==> run_1/metal_density.png <==
The die is cut into 29 by 39 equal tiles; dark blue is low, red is high, scaled to the fullest tile. Values are wire area over tile area, all layers added.
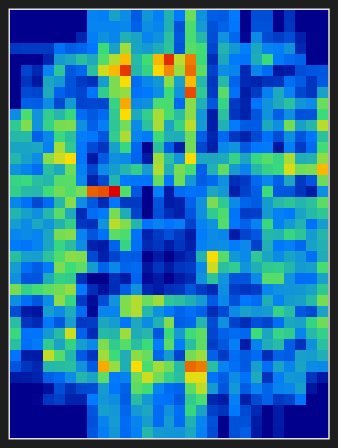
==> run_1/sizes.png <==
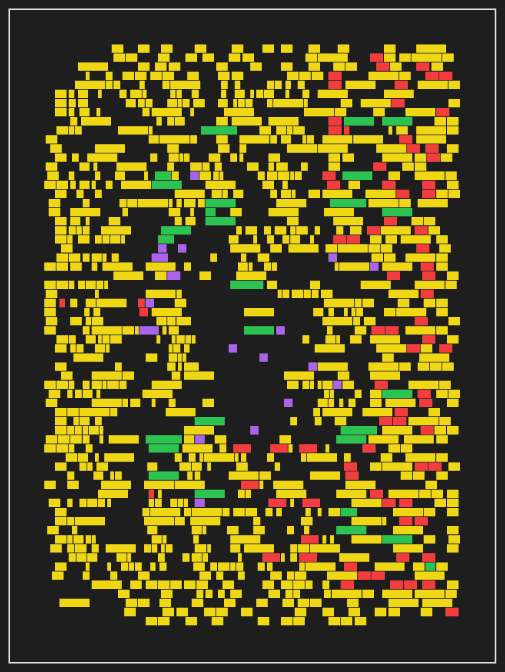
==> run_1/flops_by_reg.png <==
Bar = 50 um. Other sequential cells in the stronger gray, the rest of the logic in the fainter gray.
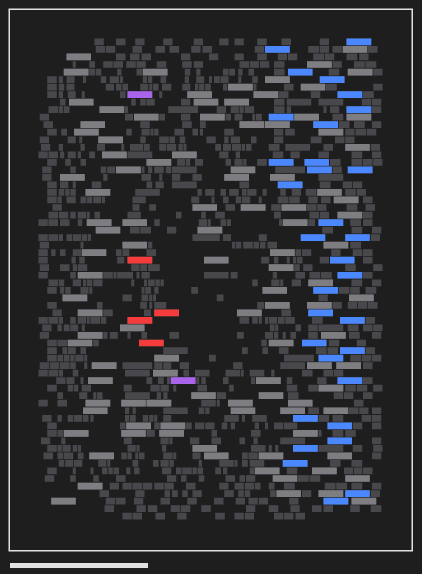
==> run_1/placement.png <==
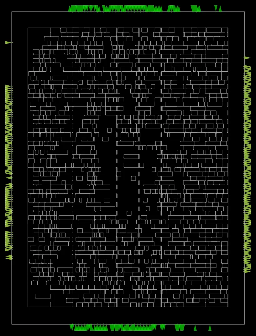
`config.mk`:
```
export PLATFORM = sky130hd
export DESIGN_NAME = dmem_arbiter
export DESIGN_NICKNAME = d
export VERILOG_FILES = /design/src/rtl/dmem_pkg.sv /design/src/rtl/dmem_arb_stats.sv /design/src/rtl/dmem_arbiter.sv
export SDC_FILE = /design/constraint.sdc
export NUM_CORES = 1
export LEC_CHECK = 0
export CAP_MARGIN = 20
export CELL_PAD_IN_SITES_DETAIL_PLACEMENT = 0
export CELL_PAD_IN_SITES_GLOBAL_PLACEMENT = 1
export CORE_ASPECT_RATIO = 1.4
export CORE_MARGIN = 10
export CORE_UTILIZATION = 32
export DETAILED_ROUTE_END_ITERATION = 10
export PLACE_DENSITY_LB_ADDON = 0.1
export SETUP_SLACK_MARGIN = 0.05
export SLEW_MARGIN = 20
export SYNTH_ARGS = -nofsm -noshare
export SYNTH_HDL_FRONTEND = slang
export SYNTH_SLANG_ARGS = --single-unit
```
`constraint.sdc`:
```
create_clock -name clk -period 5.3 [get_ports clk]
set_input_delay 1.06 -clock clk [delete_from_list [all_inputs] [get_ports clk]]
set_output_delay 1.06 -clock clk [all_outputs]
set_load 0.02 [all_outputs]
```
`src/rtl/dmem_pkg.sv`:
```
// Shared definitions for the data-memory arbiter: access-size encodings,
// arbiter state encoding and requester port identifiers.
package dmem_pkg;

  localparam logic [1:0] DSIZE_WORD = 2'b11;
  localparam logic [1:0] DSIZE_HALF = 2'b01;
  localparam logic [1:0] DSIZE_BYTE = 2'b00;
  localparam logic [1:0] DSIZE_BAD  = 2'b10;

  typedef enum logic [1:0] {
    IDLE   = 2'd0,
    ACCESS = 2'd1,
    DONE   = 2'd2
  } arb_state_e;

  localparam logic PORT_A = 1'b0;
  localparam logic PORT_B = 1'b1;

endpackage

```
`src/rtl/dmem_arb_stats.sv`:
```
// Saturating access/error/forced-grant counters for dmem_arbiter.
// Only instantiated when DMEM_ARB_STATS_EN is defined.
module dmem_arb_stats
  import dmem_pkg::*;
(
  input  logic        clk,
  input  logic        rst,
  input  logic        count_en_i,
  input  logic        owner_i,
  input  logic        err_i,
  input  logic        forced_i,
  output logic [15:0] stat_a_cnt_o,
  output logic [15:0] stat_b_cnt_o,
  output logic [15:0] stat_err_cnt_o,
  output logic [15:0] stat_force_b_o
);

  logic [15:0] aCnt_q, bCnt_q, errCnt_q, forceCnt_q;

  function automatic logic [15:0] satInc(input logic [15:0] v);
    return (v == 16'hFFFF) ? v : v + 16'd1;
  endfunction

  always_ff @(posedge clk or posedge rst) begin
    if (rst) begin
      aCnt_q     <= '0;
      bCnt_q     <= '0;
      errCnt_q   <= '0;
      forceCnt_q <= '0;
    end else if (count_en_i) begin
      if (owner_i == PORT_A) aCnt_q <= satInc(aCnt_q);
      else                   bCnt_q <= satInc(bCnt_q);
      if (err_i)    errCnt_q   <= satInc(errCnt_q);
      if (forced_i) forceCnt_q <= satInc(forceCnt_q);
    end
  end

  assign stat_a_cnt_o   = aCnt_q;
  assign stat_b_cnt_o   = bCnt_q;
  assign stat_err_cnt_o = errCnt_q;
  assign stat_force_b_o = forceCnt_q;

endmodule

```
`src/rtl/dmem_arbiter.sv`:
```
// Two-requester arbiter for the single-ported data memory (A priority, B starvation guard).
// Optional statistics counters are enabled with DMEM_ARB_STATS_EN.
module dmem_arbiter
  import dmem_pkg::*;
#(
  parameter int STARVE_LIMIT = 4,
  parameter int CNT_W        = 4
) (
  input  logic        clk,
  input  logic        rst,
  input  logic        a_req,
  input  logic [31:0] a_addr,
  input  logic [31:0] a_wdata,
  input  logic        a_we,
  input  logic [1:0]  a_dsize,
  input  logic        a_dsign,
  output logic        a_ack,
  output logic [31:0] a_rdata,
  output logic        a_err,
  input  logic        b_req,
  input  logic [31:0] b_addr,
  input  logic [31:0] b_wdata,
  input  logic        b_we,
  input  logic [1:0]  b_dsize,
  input  logic        b_dsign,
  output logic        b_ack,
  output logic [31:0] b_rdata,
  output logic        b_err,
  output logic [31:0] mem_addr,
  output logic [31:0] mem_wdata,
  output logic        mem_we,
  output logic [1:0]  mem_dsize,
  output logic        mem_dsign,
  input  logic [31:0] mem_rdata,
  input  logic        mem_error,
  output logic        busy
`ifdef DMEM_ARB_STATS_EN
  ,
  output logic [15:0] stat_a_cnt,
  output logic [15:0] stat_b_cnt,
  output logic [15:0] stat_err_cnt,
  output logic [15:0] stat_force_b
`endif
);

  localparam logic [CNT_W-1:0] LIMIT = CNT_W'(STARVE_LIMIT);

  arb_state_e        state_q, state_d;
  logic              owner_q, owner_d;
  logic [31:0]       addr_q, addr_d, wdata_q, wdata_d;
  logic              we_q, we_d, dsign_q, dsign_d;
  logic [1:0]        dsize_q, dsize_d;
  logic [CNT_W-1:0]  starve_q, starve_d;
  logic              aAck_q, aAck_d, bAck_q, bAck_d;
  logic              aErr_q, aErr_d, bErr_q, bErr_d;
  logic [31:0]       aRdata_q, aRdata_d, bRdata_q, bRdata_d;
  logic              grantB;
`ifdef DMEM_ARB_STATS_EN
  logic              forced_q, forced_d;
`endif

  always_ff @(posedge clk or posedge rst) begin
    if (rst) begin
      state_q  <= IDLE;
      owner_q  <= PORT_A;
      addr_q   <= '0;
      wdata_q  <= '0;
      we_q     <= 1'b0;
      dsize_q  <= '0;
      dsign_q  <= 1'b0;
      starve_q <= '0;
      aAck_q   <= 1'b0;
      bAck_q   <= 1'b0;
      aErr_q   <= 1'b0;
      bErr_q   <= 1'b0;
      aRdata_q <= '0;
      bRdata_q <= '0;
`ifdef DMEM_ARB_STATS_EN
      forced_q <= 1'b0;
`endif
    end else begin
      state_q  <= state_d;
      owner_q  <= owner_d;
      addr_q   <= addr_d;
      wdata_q  <= wdata_d;
      we_q     <= we_d;
      dsize_q  <= dsize_d;
      dsign_q  <= dsign_d;
      starve_q <= starve_d;
      aAck_q   <= aAck_d;
      bAck_q   <= bAck_d;
      aErr_q   <= aErr_d;
      bErr_q   <= bErr_d;
      aRdata_q <= aRdata_d;
      bRdata_q <= bRdata_d;
`ifdef DMEM_ARB_STATS_EN
      forced_q <= forced_d;
`endif
    end
  end

  assign grantB = b_req && (!a_req || (starve_q == LIMIT));

  always_comb begin
    state_d  = state_q;
    owner_d  = owner_q;
    addr_d   = addr_q;
    wdata_d  = wdata_q;
    we_d     = we_q;
    dsize_d  = dsize_q;
    dsign_d  = dsign_q;
    starve_d = starve_q;
    aAck_d   = 1'b0;
    bAck_d   = 1'b0;
    aErr_d   = aErr_q;
    bErr_d   = bErr_q;
    aRdata_d = aRdata_q;
    bRdata_d = bRdata_q;
`ifdef DMEM_ARB_STATS_EN
    forced_d = forced_q;
`endif
    unique case (state_q)
      IDLE: begin
        // Counter only climbs while A keeps winning against a waiting B.
        if (grantB || !b_req)      starve_d = '0;
        else if (starve_q != LIMIT) starve_d = starve_q + CNT_W'(1);
        if (a_req || b_req) begin
          state_d = ACCESS;
          owner_d = grantB ? PORT_B : PORT_A;
          addr_d  = grantB ? b_addr  : a_addr;
          wdata_d = grantB ? b_wdata : a_wdata;
          we_d    = grantB ? b_we    : a_we;
          dsize_d = grantB ? b_dsize : a_dsize;
          dsign_d = grantB ? b_dsign : a_dsign;
`ifdef DMEM_ARB_STATS_EN
          forced_d = grantB && a_req;
`endif
        end
      end
      ACCESS: begin
        state_d = DONE;
        if (owner_q == PORT_A) begin
          aAck_d   = 1'b1;
          aRdata_d = mem_rdata;
          aErr_d   = mem_error;
        end else begin
          bAck_d   = 1'b1;
          bRdata_d = mem_rdata;
          bErr_d   = mem_error;
        end
      end
      DONE:    state_d = IDLE;
      default: state_d = IDLE;
    endcase
  end

  // Memory bus is a pure decode of the registered state, so mem_we cannot glitch.
  assign mem_we    = (state_q == ACCESS) && we_q;
  assign mem_addr  = (state_q == ACCESS) ? addr_q  : '0;
  assign mem_wdata = (state_q == ACCESS) ? wdata_q : '0;
  assign mem_dsize = (state_q == ACCESS) ? dsize_q : '0;
  assign mem_dsign = (state_q == ACCESS) && dsign_q;
  assign busy      = (state_q != IDLE);

  assign a_ack   = aAck_q;
  assign a_rdata = aRdata_q;
  assign a_err   = aErr_q;
  assign b_ack   = bAck_q;
  assign b_rdata = bRdata_q;
  assign b_err   = bErr_q;

`ifdef DMEM_ARB_STATS_EN
  dmem_arb_stats uStats (
    .clk            (clk),
    .rst            (rst),
    .count_en_i     (state_q == ACCESS),
    .owner_i        (owner_q),
    .err_i          (mem_error),
    .forced_i       (forced_q),
    .stat_a_cnt_o   (stat_a_cnt),
    .stat_b_cnt_o   (stat_b_cnt),
    .stat_err_cnt_o (stat_err_cnt),
    .stat_force_b_o (stat_force_b)
  );
`endif

endmodule
```
==> deck_impl_summary.md, run 1 <==
Implementation Results

Clock network
  – Num CTS Buffers: 17
  – Clock Path Buffers: 2
  – Clock-pin slew on the worst setup and hold paths: 60 ps
  – Resized cells post-CTS: 0

Power and ir drop
  – Switching power total: 2.405 mW
  – Comb. pwr: 3.23 mW
  – Clk pwr: 1.28 mW
  – Clock power share: 0.200

Die
  – Core area: 21,700 sq um
  – FP Util: 0.3231
  – I/O pin count: 310

Layout
  – Clock buf/inv share: 0.05794
  – Share of cells above drive strength 1: 0.1334
  – Area of the multi-input gates: 2788 sq um
  – Logic inverters: 76
  – ANT cells: 5
  – Most frequent cells in the layout: clkdlybuf4s50_1, dfrtp_1, inv_1, and2_1, nand3_1

Hold path
  – Hold Path Class: reg -> reg
  – Worst min-delay path startpoint: b_rdata[15]

Placed design
  – Placed cell area: 10,210 sq um
  – Gp weighted congestion: 0.8032

Timing
  – Relative slew margins: 0.3336
  – RSZ-0062 raised after global routing: false
  – Fmax: 268.5 MHz
  – Final Hold Viols: 0
  – Final Setup Violations: 0
  – Final hold slack: 501.6 ps

Setup path
  – Crit path cell chain: nor2b_4, buf_4, and2_1, clkdlybuf4s50_1
  – CP bufs+invs: 2
  – CP peak stage delay: 620 ps
  – CP required: 4240 ps
  – CP startpoint: state_q[0]
  – Data arrival, critical path: 2660 ps

Routing
  – 1st-iter DRT viols: 306

Yosys
  – Mux frac, synth: 0.1089
  – Yosys Instances: 652
  – Adder share: 0.003570
  – Post-Syn Area: 7010 sq um
  – Synth top cell by count: dfrtp_1
  – Count of cell types in the netlist: 27
  – Area figure in the yosys stat output: 7010 sq um
  – Synth area leader: dfrtp_1
  – Dominant flop cell: dfrtp_1
  – Post-synth top cells: dfrtp_1, inv_1, and2_1

Run status
  – Status: complete, no violations

Run
  – Max-Cap Viols: 0
About metal_density.png:
8.9% of the tiles are nearly empty. The fullest tile reaches 0.50. The mean over all tiles is 0.15. 14% of the tiles are over half the peak. The densest ninth of the die: top middle.
Total Wirelength: 25.54 mm
Via Count: 6,218
GRT Total Usage: 0.1764

About sizes.png:
Key: purple = _3 and _4 cells [cells 18, most used buf_4]; red = _2 cells [cells 80, most used mux2_2]; yellow = _0 and _1 cells [cells 812, most used clkdlybuf4s50_1]; green = _6 and larger [cells 27, most used clkbuf_16]
Finished Cell Area: 10,880 sq um
Non-clock buffers: 323
PnR worst setup slack: 1576 ps
area grow syn2layout: 55.26%

About flops_by_reg.png:
Key: purple = dsize_q [sequential cells 2]; blue = b_rdata [sequential cells 32, where a column on the right]; red = starve_q [sequential cells 4]
Another 105 sequential cells are not colored.
Seq. cell area: 3578 sq um
Final Util: 0.5016
Seq. pwr: 1.90 mW
sequential cell area share: 0.3288

About placement.png:
non-filler instance count after layout: 1,239
# Taps: 297
FP Rows: 64
fillers: 2,017

==> run_1/clk_routes.png <==
Bar = 50 um.
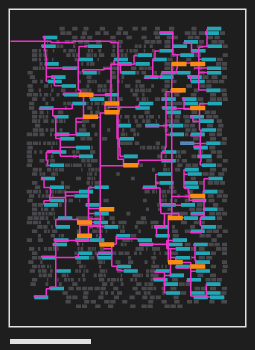

==> inputs of run 2 (changes only) <==
Settings changed: CORE_UTILIZATION 32 to 28.
Clock period 5.3 ns to 3.09 ns, I/O delays scaled along.
==> run_2/clk_routes.png <==
Bar = 50 um.
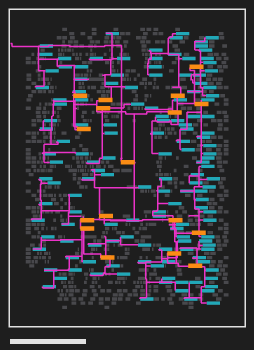
Key: magenta = clock wires [length 2,090 um]; orange = clock drivers [count 17]; cyan = flip-flops [count 143]
There are 18 routed clock nets. Position of the flops: widely spread.
clock power share: 0.192
clk_skew: 13.91 ps

==> run_2/metal_density.png <==
The die is cut into 15 by 21 equal tiles; dark blue is low, red is high, scaled to the fullest tile. Values are wire area over tile area, all layers added.
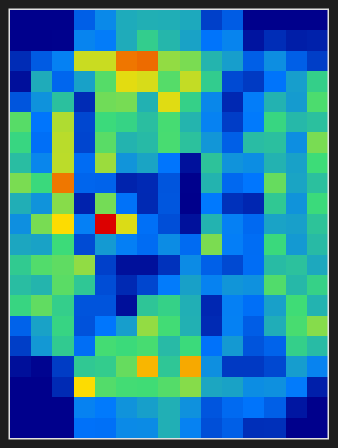
7.6% of the tiles are nearly empty. The mean over all tiles is 0.13. 18% of the tiles are over half the peak. The fullest tile reaches 0.41.
Avg WL per Cell: 21.06 um
Via Count: 6,243
Total Wirelength: 26.51 mm
GRT Total Usage: 0.1610

==> deck_impl_summary.md, run 2 <==
Implementation Results

Run status
  – Status: complete, no violations

Power and ir drop
  – Switching power total: 4.206 mW (+75%)
  – Seq. pwr: 3.25 mW (+71%)
  – Comb. pwr: 5.62 mW (+74%)
  – Clk pwr: 2.11 mW (+65%)

Yosys
  – Synth top cell by count: dfrtp_1
  – Area figure in the yosys stat output: 7010 sq um (unchanged)
  – Adder share: 0.003570 (unchanged)
  – Post-Syn Area: 7010 sq um (unchanged)
  – Synth area leader: dfrtp_1
  – Count of cell types in the netlist: 27 (unchanged)
  – Yosys Instances: 652 (unchanged)
  – Dominant flop cell: dfrtp_1
  – Post-synth top cells: dfrtp_1, inv_1, and2_1

Timing
  – Relative slew margins: 0.4209 (+0.08729)
  – Final Hold Viols: 0 (unchanged)
  – Final hold slack: 503.1 ps (+1.502 ps)
  – PnR worst setup slack: 258.2 ps (-1317 ps)
  – RSZ-0062 raised after global routing: false

Layout
  – ANT cells: 2 (-3)
  – Fillers: 2,318 (+15%)
  – Logic inverters: 76 (unchanged)
  – Non-filler instance count after layout: 1,259 (+1.6%)
  – Clock buf/inv share: 0.05446 (-0.003475)
  – Share of cells above drive strength 1: 0.1369 (+0.003538)
  – Non-clock buffers: 327 (+1.2%)
  – Finished Cell Area: 10,940 sq um (+0.47%)
  – Final Util: 0.4432 (-0.05835)

Die
  – I/O pin count: 310 (unchanged)
  – FP Rows: 68 (+6.3%)
  – Core area: 24,670 sq um (+14%)
  – FP Util: 0.2841 (-0.03892)
  – # Taps: 315 (+6.1%)

Hold path
  – Worst min-delay path startpoint: b_rdata[2]
  – Hold Path Class: reg -> reg

Clock network
  – Clock-pin slew on the worst setup and hold paths: 60 ps (about the same)
  – Num CTS Buffers: 17 (unchanged)
  – Resized cells post-CTS: 0 (unchanged)
  – Clock Path Buffers: 2 (unchanged)

Setup path
  – CP startpoint: state_q[0]
  – Crit path cell chain: nor2b_4, buf_12, buf_4, and2_1, clkdlybuf4s50_1
  – CP bufs+invs: 3 (+1)
  – Data arrival, critical path: 2210 ps (-450 ps)
  – CP required: 2470 ps (-1770 ps)

Run
  – Max-Cap Viols: 0 (unchanged)

Routing
  – 1st-iter DRT viols: 298 (-2.6%)
Power figures rest on the tool's default switching activity, not on a simulated workload.
